[src/rtl/pipe_ctrl_pkg.sv]
// Shared types and encodings for the pipeline hazard controller.
// pc_sel and forwarding-select values must match the datapath muxes.
package pipe_ctrl_pkg;

    typedef enum logic [1:0] {
        RUN,
        MWAIT,
        IRQ
    } state_e;

    localparam logic [1:0] PCSEL_PC4    = 2'd0;
    localparam logic [1:0] PCSEL_BRANCH = 2'd1;
    localparam logic [1:0] PCSEL_JUMP   = 2'd2;
    localparam logic [1:0] PCSEL_IRQ    = 2'd3;

    localparam logic [1:0] FWD_REGFILE = 2'd0;
    localparam logic [1:0] FWD_MEMWB   = 2'd1;
    localparam logic [1:0] FWD_EXMEM   = 2'd2;

endpackage

[src/rtl/fwd_unit.sv]
// Operand forwarding selects for the EX stage; purely combinational.
// The younger EX/MEM result wins over MEM/WB, and register 0 is never forwarded.
module fwd_unit
    import pipe_ctrl_pkg::*;
(
    input  logic       mem_regwrite,
    input  logic [4:0] mem_regdest,
    input  logic       wb_regwrite,
    input  logic [4:0] wb_regdest,
    input  logic [4:0] ex_rs,
    input  logic [4:0] ex_rt,
    output logic [1:0] fwd_a,
    output logic [1:0] fwd_b
);

    logic mem_fwd_ok;
    logic wb_fwd_ok;

    assign mem_fwd_ok = mem_regwrite && (mem_regdest != 5'd0);
    assign wb_fwd_ok  = wb_regwrite && (wb_regdest != 5'd0);

    always_comb begin
        fwd_a = FWD_REGFILE;
        if (mem_fwd_ok && (mem_regdest == ex_rs)) begin
            fwd_a = FWD_EXMEM;
        end else if (wb_fwd_ok && (wb_regdest == ex_rs)) begin
            fwd_a = FWD_MEMWB;
        end
    end

    always_comb begin
        fwd_b = FWD_REGFILE;
        if (mem_fwd_ok && (mem_regdest == ex_rt)) begin
            fwd_b = FWD_EXMEM;
        end else if (wb_fwd_ok && (wb_regdest == ex_rt)) begin
            fwd_b = FWD_MEMWB;
        end
    end

endmodule

[src/rtl/pipeline_hazard_ctrl.sv]
// Pipeline sequencer: stalls, flushes, PC mux select, data-memory freeze with timeout,
// and single-cycle interrupt entry with EPC capture.
module pipeline_hazard_ctrl
    import pipe_ctrl_pkg::*;
#(
    parameter int unsigned MEM_TIMEOUT = 64,
    parameter int unsigned CNT_W       = 8
) (
    input  logic        clk,
    input  logic        reset,
    input  logic [4:0]  id_rs,
    input  logic [4:0]  id_rt,
    input  logic        id_use_rs,
    input  logic        id_use_rt,
    input  logic        ex_memread,
    input  logic [4:0]  ex_regdest,
    input  logic        mem_regwrite,
    input  logic [4:0]  mem_regdest,
    input  logic        wb_regwrite,
    input  logic [4:0]  wb_regdest,
    input  logic [4:0]  ex_rs,
    input  logic [4:0]  ex_rt,
    input  logic        ex_branch_taken,
    input  logic        id_jump,
    input  logic        mem_req,
    input  logic        mem_ready,
    input  logic        irq,
    input  logic        eret,
    input  logic [31:0] id_pc,
    output logic        pc_en,
    output logic        ifid_en,
    output logic        exmem_en,
    output logic        memwb_en,
    output logic        ifid_flush,
    output logic        idex_flush,
    output logic [1:0]  pc_sel,
    output logic [1:0]  fwd_a,
    output logic [1:0]  fwd_b,
    output logic [31:0] epc,
    output logic        irq_active,
    output logic        bus_err
);

    localparam logic [CNT_W-1:0] TimeoutCnt = CNT_W'(MEM_TIMEOUT);

    state_e            state_q, state_d;
    logic [CNT_W-1:0]  wait_cnt_q, wait_cnt_d;
    logic [31:0]       epc_q, epc_d;
    logic              irq_active_q, irq_active_d;
    logic              bus_err_q, bus_err_d;
    logic              load_use;

    assign load_use = ex_memread && (ex_regdest != 5'd0) &&
                      ((id_use_rs && (id_rs == ex_regdest)) ||
                       (id_use_rt && (id_rt == ex_regdest)));

    always_comb begin
        pc_en        = 1'b1;
        ifid_en      = 1'b1;
        exmem_en     = 1'b1;
        memwb_en     = 1'b1;
        ifid_flush   = 1'b0;
        idex_flush   = 1'b0;
        pc_sel       = PCSEL_PC4;
        state_d      = state_q;
        wait_cnt_d   = wait_cnt_q;
        epc_d        = epc_q;
        irq_active_d = irq_active_q;
        bus_err_d    = 1'b0;

        unique case (state_q)
            RUN: begin
                wait_cnt_d = '0;
                if (mem_req && !mem_ready) begin
                    pc_en      = 1'b0;
                    ifid_en    = 1'b0;
                    exmem_en   = 1'b0;
                    memwb_en   = 1'b0;
                    state_d    = MWAIT;
                    wait_cnt_d = CNT_W'(1);
                end else if (ex_branch_taken) begin
                    // The ID instruction is squashed, so any load-use on it is moot.
                    pc_sel     = PCSEL_BRANCH;
                    ifid_flush = 1'b1;
                    idex_flush = 1'b1;
                end else if (id_jump || eret) begin
                    // eret reuses the jump path; the datapath supplies epc as target.
                    pc_sel     = PCSEL_JUMP;
                    ifid_flush = 1'b1;
                    if (eret) begin
                        irq_active_d = 1'b0;
                    end
                end else if (irq && !irq_active_q) begin
                    pc_sel     = PCSEL_IRQ;
                    ifid_flush = 1'b1;
                    idex_flush = 1'b1;
                    epc_d      = id_pc;
                    state_d    = IRQ;
                end else if (load_use) begin
                    pc_en      = 1'b0;
                    ifid_en    = 1'b0;
                    idex_flush = 1'b1;
                end
            end
            MWAIT: begin
                if (mem_ready) begin
                    state_d    = RUN;
                    wait_cnt_d = '0;
                end else if (wait_cnt_q == TimeoutCnt) begin
                    // Abandon the access and let MEM/WB advance past it.
                    pc_en      = 1'b0;
                    ifid_en    = 1'b0;
                    exmem_en   = 1'b0;
                    bus_err_d  = 1'b1;
                    state_d    = RUN;
                    wait_cnt_d = '0;
                end else begin
                    pc_en      = 1'b0;
                    ifid_en    = 1'b0;
                    exmem_en   = 1'b0;
                    memwb_en   = 1'b0;
                    wait_cnt_d = wait_cnt_q + CNT_W'(1);
                end
            end
            IRQ: begin
                irq_active_d = 1'b1;
                state_d      = RUN;
            end
            default: begin
                state_d = RUN;
            end
        endcase
    end

    always_ff @(posedge clk or posedge reset) begin
        if (reset) begin
            state_q      <= RUN;
            wait_cnt_q   <= '0;
            epc_q        <= '0;
            irq_active_q <= 1'b0;
            bus_err_q    <= 1'b0;
        end else begin
            state_q      <= state_d;
            wait_cnt_q   <= wait_cnt_d;
            epc_q        <= epc_d;
            irq_active_q <= irq_active_d;
            bus_err_q    <= bus_err_d;
        end
    end

    assign epc        = epc_q;
    assign irq_active = irq_active_q;
    assign bus_err    = bus_err_q;

    fwd_unit u_fwd_unit (
        .mem_regwrite (mem_regwrite),
        .mem_regdest  (mem_regdest),
        .wb_regwrite  (wb_regwrite),
        .wb_regdest   (wb_regdest),
        .ex_rs        (ex_rs),
        .ex_rt        (ex_rt),
        .fwd_a        (fwd_a),
        .fwd_b        (fwd_b)
    );

endmodule

[config.mk]
export PLATFORM = sky130hd
export DESIGN_NAME = pipeline_hazard_ctrl
export DESIGN_NICKNAME = d
export VERILOG_FILES = /design/src/rtl/pipe_ctrl_pkg.sv /design/src/rtl/fwd_unit.sv /design/src/rtl/pipeline_hazard_ctrl.sv
export SDC_FILE = /design/constraint.sdc
export NUM_CORES = 1
export LEC_CHECK = 0
export CAP_MARGIN = 20
export CORE_ASPECT_RATIO = 1.4
export CORE_UTILIZATION = 40
export CTS_CLUSTER_DIAMETER = 120
export CTS_CLUSTER_SIZE = 14
export DETAILED_ROUTE_END_ITERATION = 12
export PLACE_DENSITY = 0.8
export SLEW_MARGIN = 10
export SYNTH_ARGS = -nofsm -noshare
export SYNTH_HDL_FRONTEND = slang
export SYNTH_HIERARCHICAL = 1
export SYNTH_SLANG_ARGS = --single-unit
[constraint.sdc]
create_clock -name clk -period 4.3 [get_ports clk]
set_clock_uncertainty 0.1 [all_clocks]
set_input_delay 0.43 -clock clk [delete_from_list [all_inputs] [get_ports clk]]
set_output_delay 0.43 -clock clk [all_outputs]
set_load 0.01 [all_outputs]
==> results.txt <==
The implementation run finished. The flow ran to the end, and the final reports show no timing, DRC or antenna violations. Final worst-path cycle share landed at 74.00%. The number of nets handed over by synthesis was 285. In this run the full chip footprint comes out at 6411 sq um. Combinational logic burns 41.1% of the power.

Summed instance area of the synthesized netlist landed at 2436 sq um. Routed wire length per instance landed at 15.16 microns. Ranking logic cells in the layout by count gives the top entries clkdlybuf4s50_1 (125), dfrtp_1 (44), mux2_4 (29). Looking at the clock tree report, the root buffer type is clkbuf_8. Static power due to leakage landed at 1.540 nW. The script computed a power per unit cell area of 395.5 nW/um^2. Between the synthesized netlist and the finished layout, the area growth was recorded as 57.68%. Static timing analysis puts the maximum clock frequency at 0.3142 GHz. Across all layers, the routed design uses 2,029 vias. The main area contributors are dfrtp_1 (45%), mux2_4 (18%), xnor2_1 (9.7%), buf_6 (1.8%), nand2_1 (1.8%). Number of cell instances on the worst register-to-register path landed at 5. The initial antenna violation count is 0. Max-slew check failures listed in the final report amount to 0. The synthesis log from Yosys contains 6 warnings. Number of buffers added to fix hold violations after cts landed at 0. Of the cells placed in the final design, the portion with a size suffix greater than 1 is 14.46%. Worst slew margin relative to its limit landed at 40.26%. Yosys stat cell total landed at 203. Among the stages of the critical path, the cell type that occurs most often is clkdlybuf4s50_1. Among all stages on the critical path, the largest delay is contributed by clkdlybuf4s50_1. Final count of negative-setup-slack endpoints landed at 0. Setup repair after global routing left no endpoint under its margin. Looking at the max-slew report, the worst-margin pin has a slew of 0.8950 ns. Input and output buffers added on the ports amount to 125. For this run, the detailed router's first-pass iteration total came to 4. Net switching component of the power landed at 0.0004013 W. Data arrival time of the critical path landed at 2.65 ns. Proportion of power drawn by flip-flops and latches landed at 38.6%. RePlAce ended its routability-driven mode at a weighted congestion of 0.8025.

The number of setup buffers added after CTS is 0. The largest single stage delay on the critical path is 0.59 ns. Filler cell count landed at 446. STA classifies the critical path startpoint as a primary input. Listed in order, past its start point the critical path passes clkdlybuf4s50_1 -> or4_1 -> o21ai_0 -> nor3b_1 -> a21boi_0 -> clkdlybuf4s50_1.

Number of global-route vias before repair landed at 1,985. Number of buffers created by CTS landed at 5. A synthesized cell averages 12.00 sq um.

TritonCTS built the clock tree. The clock tree synthesis step divided the H-tree into 2 levels. The synthesized netlist contains 37 unique library cells.

Number of storage elements in the synthesis netlist landed at 44. Among logic cells in the layout, the one with the most instances is clkdlybuf4s50_1. After synthesis, the share of flip-flops with an asynchronous set or reset is 100.0%.

Max capacitance violation total landed at 0.
through the flow:
| step | utilization [%] | hold slack [ns] | total power [W] | instance area, sq um | cells |
|---|---|---|---|---|---|
| global placement | 63.68 | 0.3712 | 0.001209 | 3734 | 394 |
| floorplan | - | 0.3520 | 0.0008648 | 2436 | 203 |
| global route | 65.51 | 0.4273 | 0.001603 | 3841 | 402 |
| detailed placement | 63.68 | 0.3853 | 0.001223 | 3734 | 394 |
| CTS | 65.51 | 0.3960 | 0.001537 | 3841 | 402 |
| finish | 65.51 | 0.3883 | 0.001519 | 3841 | 402 |
power by group through the flow:
stage	Combinational, W	Sequential, W	Clock [W]
6_report	0.000625	0.000586	0.000309
3_5_place_dp	0.000627	0.000596	0
5_1_grt	0.000672	0.000601	0.000330
4_1_cts	0.000632	0.000586	0.000319
3_3_place_gp	0.000624	0.000585	0
2_1_floorplan	0.000223	0.000641	0
worst max-delay path: cells and delay by family:
kind / cells / cell delay, ns
simple gates: 2 / 0.58
buf+inv: 2 / 1.09
compound gates: 2 / 0.55
flip-flops by register name, summed over array words and instances (netlist names):
name	flops
state_q	2
epc	32
bus_err	1
wait_cnt_q	8
irq_active	1
synth_stat cells, types with 2 or more instances:
cell type,count
a21oi_1,6
buf_6,4
dfrtp_1,44
ha_1,2
inv_1,10
mux2_2,3
mux2_4,29
mux2i_1,3
nand2_1,12
nand3_1,5
nand4_1,6
nor2_1,7
nor3_1,2
nor3b_1,2
nor4_1,5
o21ai_0,7
or2_1,2
or2_2,2
or3_1,2
or4_1,3
xnor2_1,27
xor2_1,5
routing by layer:
layer  global-route usage, %  routed length (microns)
met4                   7.292                       97
met1                   21.53                     2434
met3                   3.865                      597
met5                       0                        0
met2                   33.99                     2964
cell families after synthesis:
| group | synth area share (%) |
|---|---|
| buffers and inverters | 3.852 |
| AND-OR/OR-AND | 5.650 |
| multiplexers | 20.49 |
| XOR/XNOR | 11.50 |
| adder cells (fa/ha/maj) | 1.027 |
| flip-flops | 45.20 |
| AND/OR/NAND/NOR | 12.28 |
path summary, 6_finish.rpt:
check	start	end	slack [ns]
hold reg to reg	wait_cnt_q[7]	wait_cnt_q[7]	0.39
max in group asynchronous	reset	epc[4]	2.76
setup / recovery	ex_regdest[3]	ifid_en	1.12
hold / removal	wait_cnt_q[7]	wait_cnt_q[7]	0.39
setup reg to reg	state_q[1]	epc[17]	1.87
min in group asynchronous	reset	epc[13]	0.52
cell type report:
| cell class | count | area (sq um) | share of cell area [%] |
|---|---|---|---|
| Clock inverter | 2 | 35.03 | 0.9121 |
| Sequential cell | 44 | 1101 | 28.66 |
| Clock buffer | 6 | 72.57 | 1.889 |
| Inverter | 10 | 37.54 | 0.9772 |
| Timing Repair Buffer | 127 | 1266 | 32.96 |
| Multi-Input combinational cell | 143 | 1241 | 32.31 |
| Tap cell | 70 | 87.58 | 2.280 |
### PDN straps and rails

Pins as bars on the die edge. Tap cells in gray.
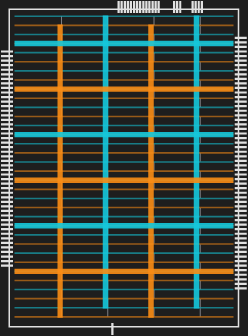
color	net
cyan	VDD
orange	VSS
signal pins	126
met1 rails	34
met4 straps	4
met5 straps	6
Chip Width: 67.96 microns
largest vdd supply drop: 0.1616 mV
die y size: 94.34 microns
core box area: 5863 sq um

### Cells colored by class

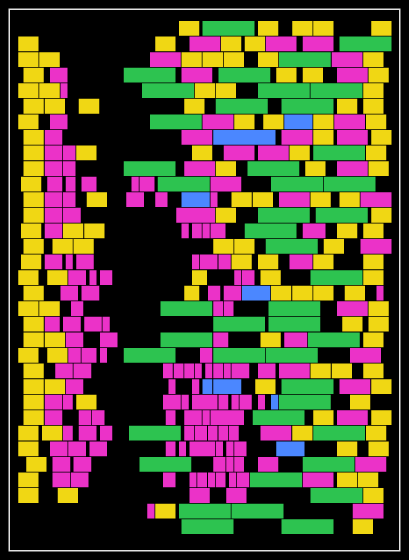
color	class	cells
magenta	all other logic	153
green	flops	44
yellow	other buffers and delay cells	127
blue	clock drivers and dummy loads	8
final instance area: 3841 sq um
flop share of the area: 28.66%

### Clock wires, drivers and flops

Scale bar: 20 microns.
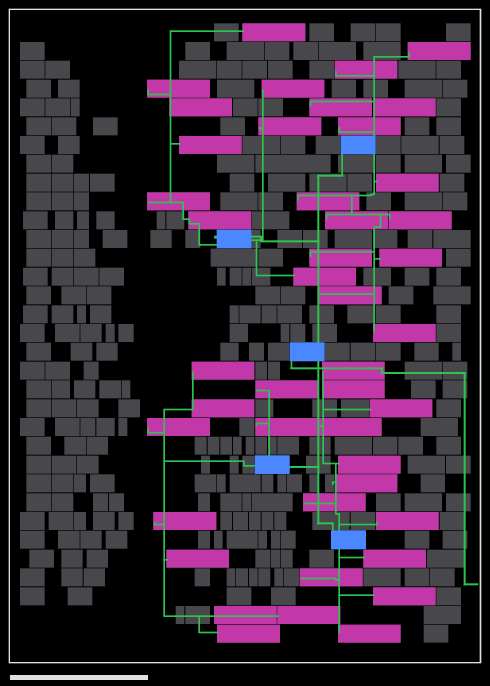
[green] clock wires | length: 531 microns
[blue] cells driving clock nets | count: 5
[magenta] flip-flops | count: 44
routed clock nets	6
clk_lat worst skew: 0.29 ns
clock share of power: 20.3%
total clock network power: 0.000309 W

Power and IR drop assume default switching activity.
